Sequential cells grouped by signal name:
Other sequential cells in the stronger grey, the rest of the logic in the fainter grey.
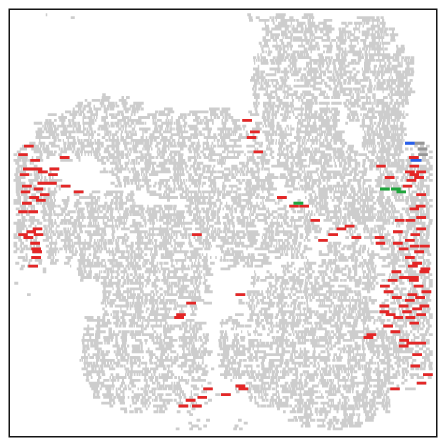
Metal layers overlaid:
Bar = 100 µm.
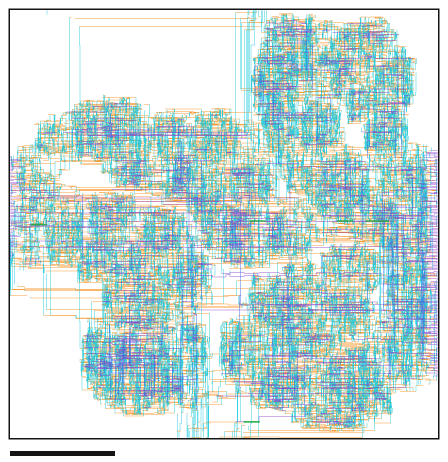
Pin placement:
Pins as bars across the die edge, other pins in grey.
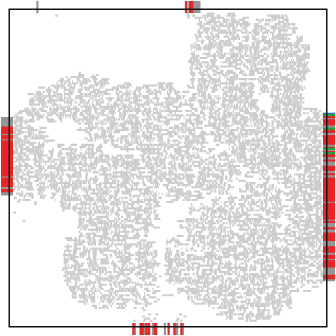
--- src/rtl/inv_key_expand.sv ---
// Backward AES-128 key scheduler: emits round keys 10 down to 0, one per handshake.
// Optional key cache enabled with the INV_KEY_CACHE_EN macro.

// Inverse round constant: round_num 0 -> rcon(10), round_num 9 -> rcon(1).
module inv_rcon (
    input  logic [3:0]  round_num,
    output logic [31:0] after_inv_rcon
);
    // Reversed rcon table lookup
    always_comb begin
        after_inv_rcon = 32'h0;
        case (round_num)
            4'd0:    after_inv_rcon = 32'h3600_0000;
            4'd1:    after_inv_rcon = 32'h1b00_0000;
            4'd2:    after_inv_rcon = 32'h8000_0000;
            4'd3:    after_inv_rcon = 32'h4000_0000;
            4'd4:    after_inv_rcon = 32'h2000_0000;
            4'd5:    after_inv_rcon = 32'h1000_0000;
            4'd6:    after_inv_rcon = 32'h0800_0000;
            4'd7:    after_inv_rcon = 32'h0400_0000;
            4'd8:    after_inv_rcon = 32'h0200_0000;
            4'd9:    after_inv_rcon = 32'h0100_0000;
            default: after_inv_rcon = 32'h0;
        endcase
    end
endmodule

module inv_key_expand (
    input  logic         clk,
    input  logic         rst_n,
    input  logic         start_i,
    input  logic [127:0] last_key_i,
    output logic [127:0] key_out_o,
    output logic [3:0]   key_round_o,
    output logic         key_valid_o,
    input  logic         key_ready_i,
    output logic         busy_o,
    output logic         done_o,
    output logic         cache_hit_o
);
    localparam int unsigned NR = 10;
    localparam int unsigned KW = 128;
    localparam int unsigned RW = 4;

    typedef enum logic [1:0] {IDLE, EMIT, FIN} state_t;

    state_t        state_q, state_d;
    logic [KW-1:0] key_q, key_d;
    logic [RW-1:0] round_q, round_d;
    logic          valid_q, valid_d;
    logic          busy_q, busy_d;
    logic          done_q, done_d;

    function automatic logic [7:0] xtime(input logic [7:0] a);
        return {a[6:0], 1'b0} ^ (a[7] ? 8'h1b : 8'h00);
    endfunction

    function automatic logic [7:0] gf_mul(input logic [7:0] a, input logic [7:0] b);
        logic [7:0] p, t;
        p = 8'h00;
        t = a;
        for (int i = 0; i < 8; i++) begin
            if (b[i]) p = p ^ t;
            t = xtime(t);
        end
        return p;
    endfunction

    // Multiplicative inverse as a^254 (maps 0 to 0)
    function automatic logic [7:0] gf_inv(input logic [7:0] a);
        logic [7:0] sq, acc;
        sq  = a;
        acc = 8'h01;
        for (int i = 1; i < 8; i++) begin
            sq  = gf_mul(sq, sq);
            acc = gf_mul(acc, sq);
        end
        return acc;
    endfunction

    // Forward S-box: inverse followed by affine transform
    function automatic logic [7:0] sbox(input logic [7:0] x);
        logic [7:0] b;
        b = gf_inv(x);
        return b ^ {b[6:0], b[7]} ^ {b[5:0], b[7:6]} ^ {b[4:0], b[7:5]}
                 ^ {b[3:0], b[7:4]} ^ 8'h63;
    endfunction

    logic [31:0]   w0, w1, w2, w3, p0, p1, p2, p3, rot, rcon;
    logic [RW-1:0] round_num;
    logic [KW-1:0] prev_key;

    assign round_num = RW'(RW'(NR) - round_q);

    inv_rcon u_inv_rcon (
        .round_num      (round_num),
        .after_inv_rcon (rcon)
    );

    // Inverse key recurrence on the current key
    always_comb begin
        {w0, w1, w2, w3} = key_q;
        p3  = w3 ^ w2;
        p2  = w2 ^ w1;
        p1  = w1 ^ w0;
        rot = {p3[23:0], p3[31:24]};
        p0  = w0 ^ {sbox(rot[31:24]), sbox(rot[23:16]), sbox(rot[15:8]), sbox(rot[7:0])} ^ rcon;
        prev_key = {p0, p1, p2, p3};
    end

`ifdef INV_KEY_CACHE_EN
    logic [KW-1:0] mem_q [0:NR];
    logic [KW-1:0] tag_q, tag_d;
    logic          cvalid_q, cvalid_d;
    logic          hit_q, hit_d;
    logic [KW-1:0] cache_rd;

    assign cache_rd    = mem_q[RW'(round_q - RW'(1))];
    assign cache_hit_o = hit_q;

    // Record every key shown during a computed run
    always_ff @(posedge clk or negedge rst_n) begin
        if (!rst_n) begin
            for (int i = 0; i <= int'(NR); i++) mem_q[i] <= '0;
        end else if (state_q == EMIT && !hit_q && round_q <= RW'(NR)) begin
            mem_q[round_q] <= key_q;
        end
    end

    // Cache tag and flags
    always_ff @(posedge clk or negedge rst_n) begin
        if (!rst_n) begin
            tag_q    <= '0;
            cvalid_q <= 1'b0;
            hit_q    <= 1'b0;
        end else begin
            tag_q    <= tag_d;
            cvalid_q <= cvalid_d;
            hit_q    <= hit_d;
        end
    end
`else
    assign cache_hit_o = 1'b0;
`endif

    // State and output registers
    always_ff @(posedge clk or negedge rst_n) begin
        if (!rst_n) begin
            state_q <= IDLE;
            key_q   <= '0;
            round_q <= '0;
            valid_q <= 1'b0;
            busy_q  <= 1'b0;
            done_q  <= 1'b0;
        end else begin
            state_q <= state_d;
            key_q   <= key_d;
            round_q <= round_d;
            valid_q <= valid_d;
            busy_q  <= busy_d;
            done_q  <= done_d;
        end
    end

    // Next-state and next-output logic
    always_comb begin
        state_d = state_q;
        key_d   = key_q;
        round_d = round_q;
        valid_d = valid_q;
        busy_d  = busy_q;
        done_d  = 1'b0;
`ifdef INV_KEY_CACHE_EN
        tag_d    = tag_q;
        cvalid_d = cvalid_q;
        hit_d    = hit_q;
`endif
        case (state_q)
            IDLE: begin
                if (start_i) begin
                    state_d = EMIT;
                    key_d   = last_key_i;
                    round_d = RW'(NR);
                    valid_d = 1'b1;
                    busy_d  = 1'b1;
`ifdef INV_KEY_CACHE_EN
                    hit_d = cvalid_q && (last_key_i == tag_q);
                    if (!(cvalid_q && (last_key_i == tag_q))) begin
                        tag_d    = last_key_i;
                        cvalid_d = 1'b0;
                    end
`endif
                end
            end
            EMIT: begin
                if (key_ready_i) begin
                    if (round_q != '0) begin
                        round_d = RW'(round_q - RW'(1));
`ifdef INV_KEY_CACHE_EN
                        key_d = hit_q ? cache_rd : prev_key;
`else
                        key_d = prev_key;
`endif
                    end else begin
                        state_d = FIN;
                        valid_d = 1'b0;
                        done_d  = 1'b1;
`ifdef INV_KEY_CACHE_EN
                        cvalid_d = 1'b1;
`endif
                    end
                end
            end
            FIN: begin
                state_d = IDLE;
                busy_d  = 1'b0;
`ifdef INV_KEY_CACHE_EN
                hit_d = 1'b0;
`endif
            end
            default: state_d = IDLE;
        endcase
    end

    assign key_out_o   = key_q;
    assign key_round_o = round_q;
    assign key_valid_o = valid_q;
    assign busy_o      = busy_q;
    assign done_o      = done_q;
endmodule
--- config.mk ---
export PLATFORM = sky130hd
export DESIGN_NAME = inv_key_expand
export DESIGN_NICKNAME = d
export VERILOG_FILES = /design/src/rtl/inv_key_expand.sv
export SDC_FILE = /design/constraint.sdc
export NUM_CORES = 2
export LEC_CHECK = 0
export CORE_MARGIN = 3
export CORE_UTILIZATION = 40
export CTS_CLUSTER_DIAMETER = 200
export DETAILED_ROUTE_END_ITERATION = 6
export HOLD_SLACK_MARGIN = 0.08
export PLACE_DENSITY = 0.68
export SLEW_MARGIN = 20
export SYNTH_ARGS = -nofsm -noshare
export SYNTH_HDL_FRONTEND = slang
export SYNTH_SLANG_ARGS = --single-unit
--- constraint.sdc ---
create_clock -name clk -period 19.4 [get_ports clk]
set_clock_uncertainty 0.1 [all_clocks]
set_input_delay 3.88 -clock clk [delete_from_list [all_inputs] [get_ports clk]]
set_output_delay 3.88 -clock clk [all_outputs]
set_load 0.005 [all_outputs]
==> Changelog: implementation <==
## Implementation

* Crit path launch type: register
* Port-buffer cells at 266
* Asr flop ratio synth at 100%
* Setup bufs post-CTS at 0
* # Max-Cap Violations at 0
* # Cells Yosys at 8,392
* Slew headroom at 23.1%
* Yosys Warn Count at 0
* Detailed Routing Iterations Pass 1 at 6
* Flip-flop and latch count at 137
* Non-CTS buffers at 539
* Post-synth EDFFs at 0
* Die Ht at 406 µm
* Log Warnings at 29
* N_taps at 2,072
* Max-area cell class: multi-input combinational cells
* CP max FO at 19
* First-pass GRT wire length at 339 mm
* Top cell area share at 21.4%
* Status: completed
* R2R setup slack at 1080 ps
* Signal inverters at 99
* Predominant post-synthesis flop cell: dfrtp_1
* Synth Seq Share at 5.36%
* Top cells by count, synth: xnor2_1, nor2_1, nand2_1
* Fmax at 54.6 MHz
* Fin. max-slew vios at 0
* Final Hold Violation Tally at 0
* Post-route DRC violation count at 0
## Picture notes: 'sequential cells grouped by signal name'
legend:
  key_round_o:
    colour: green
    placed_flops: 4
    where: right middle
  key_out_o:
    colour: red
    placed_flops: 128
  state_q:
    colour: blue
    placed_flops: 2
not coloured: 3

## Picture notes: 'metal layers overlaid'
legend:
  met2:
    colour: cyan
    wire_length: 96.9 mm
  met1:
    colour: orange
    wire_length: 95.8 mm
  met5:
    colour: green
    wire_length: 75.4 µm
  met4:
    colour: blue
    wire_length: 5,360 µm
  met3:
    colour: purple
    wire_length: 20.5 mm

## Picture notes: 'pin placement'
legend:
  last_key_i:
    colour: red
    pins: 128
    direction: input
    edge: 73 right, 39 left, 11 bottom, 5 top
  key_round_o:
    colour: green
    pins: 4
    direction: output
    edge: right
  busy_o:
    colour: blue
    pins: 1
    direction: output
    edge: right

worst max-delay path, delay by kind of cell, from the launching register on:
family | cells | cell delay [ps]
AOI/OAI and AO/OA | 5 | 1070
and+or+nand+nor | 6 | 710
adders and majority gates | 2 | 1370
xor gates and xnor gates | 35 | 13630
buffers and inverters | 2 | 620
muxes | 1 | 280
DFF | 1 | 470
sequential cells by signal, indices dropped and copies added (netlist names):
name         cells
busy_o           1
key_round_o      4
key_valid_o      1
key_out_o      128
state_q          2
done_o           1
logic make-up after synthesis:
family	count (synthesis)	synth area share (%)
AND-OR/OR-AND	1974	19.5
buffers and inverters	660	4.65
multiplexers	263	4.30
other	1	0.00587
XOR/XNOR	2536	46.6
AND/OR/NAND/NOR	2792	19.0
adder cells (fa/ha/maj)	29	0.548
flip-flops	137	5.36
repair_timing:
item | CTS | global route
gates resized | 0 | 8
hold buffers | 0 | 0
endpoints found under the setup margin | 0 | 19
metal layers:
metal | vias to the layer above | track usage [%]
met2 | 3030 | 39.8
met5 | - | 0
met3 | 388 | 4.35
li1 | 29300 | -
met1 | 30000 | 35.9
met4 | 10 | 6.96
metrics by stage:
stage | std cells | hold slack (ps) | area [µm²]
floorplan | 8392 | 370 | 63900
global placement | 10400 | 402 | 69100
detailed placement | 10400 | 410 | 69100
CTS | 10500 | 421 | 69600
global route | 10500 | 446 | 69700
finish | 10500 | 413 | 69700
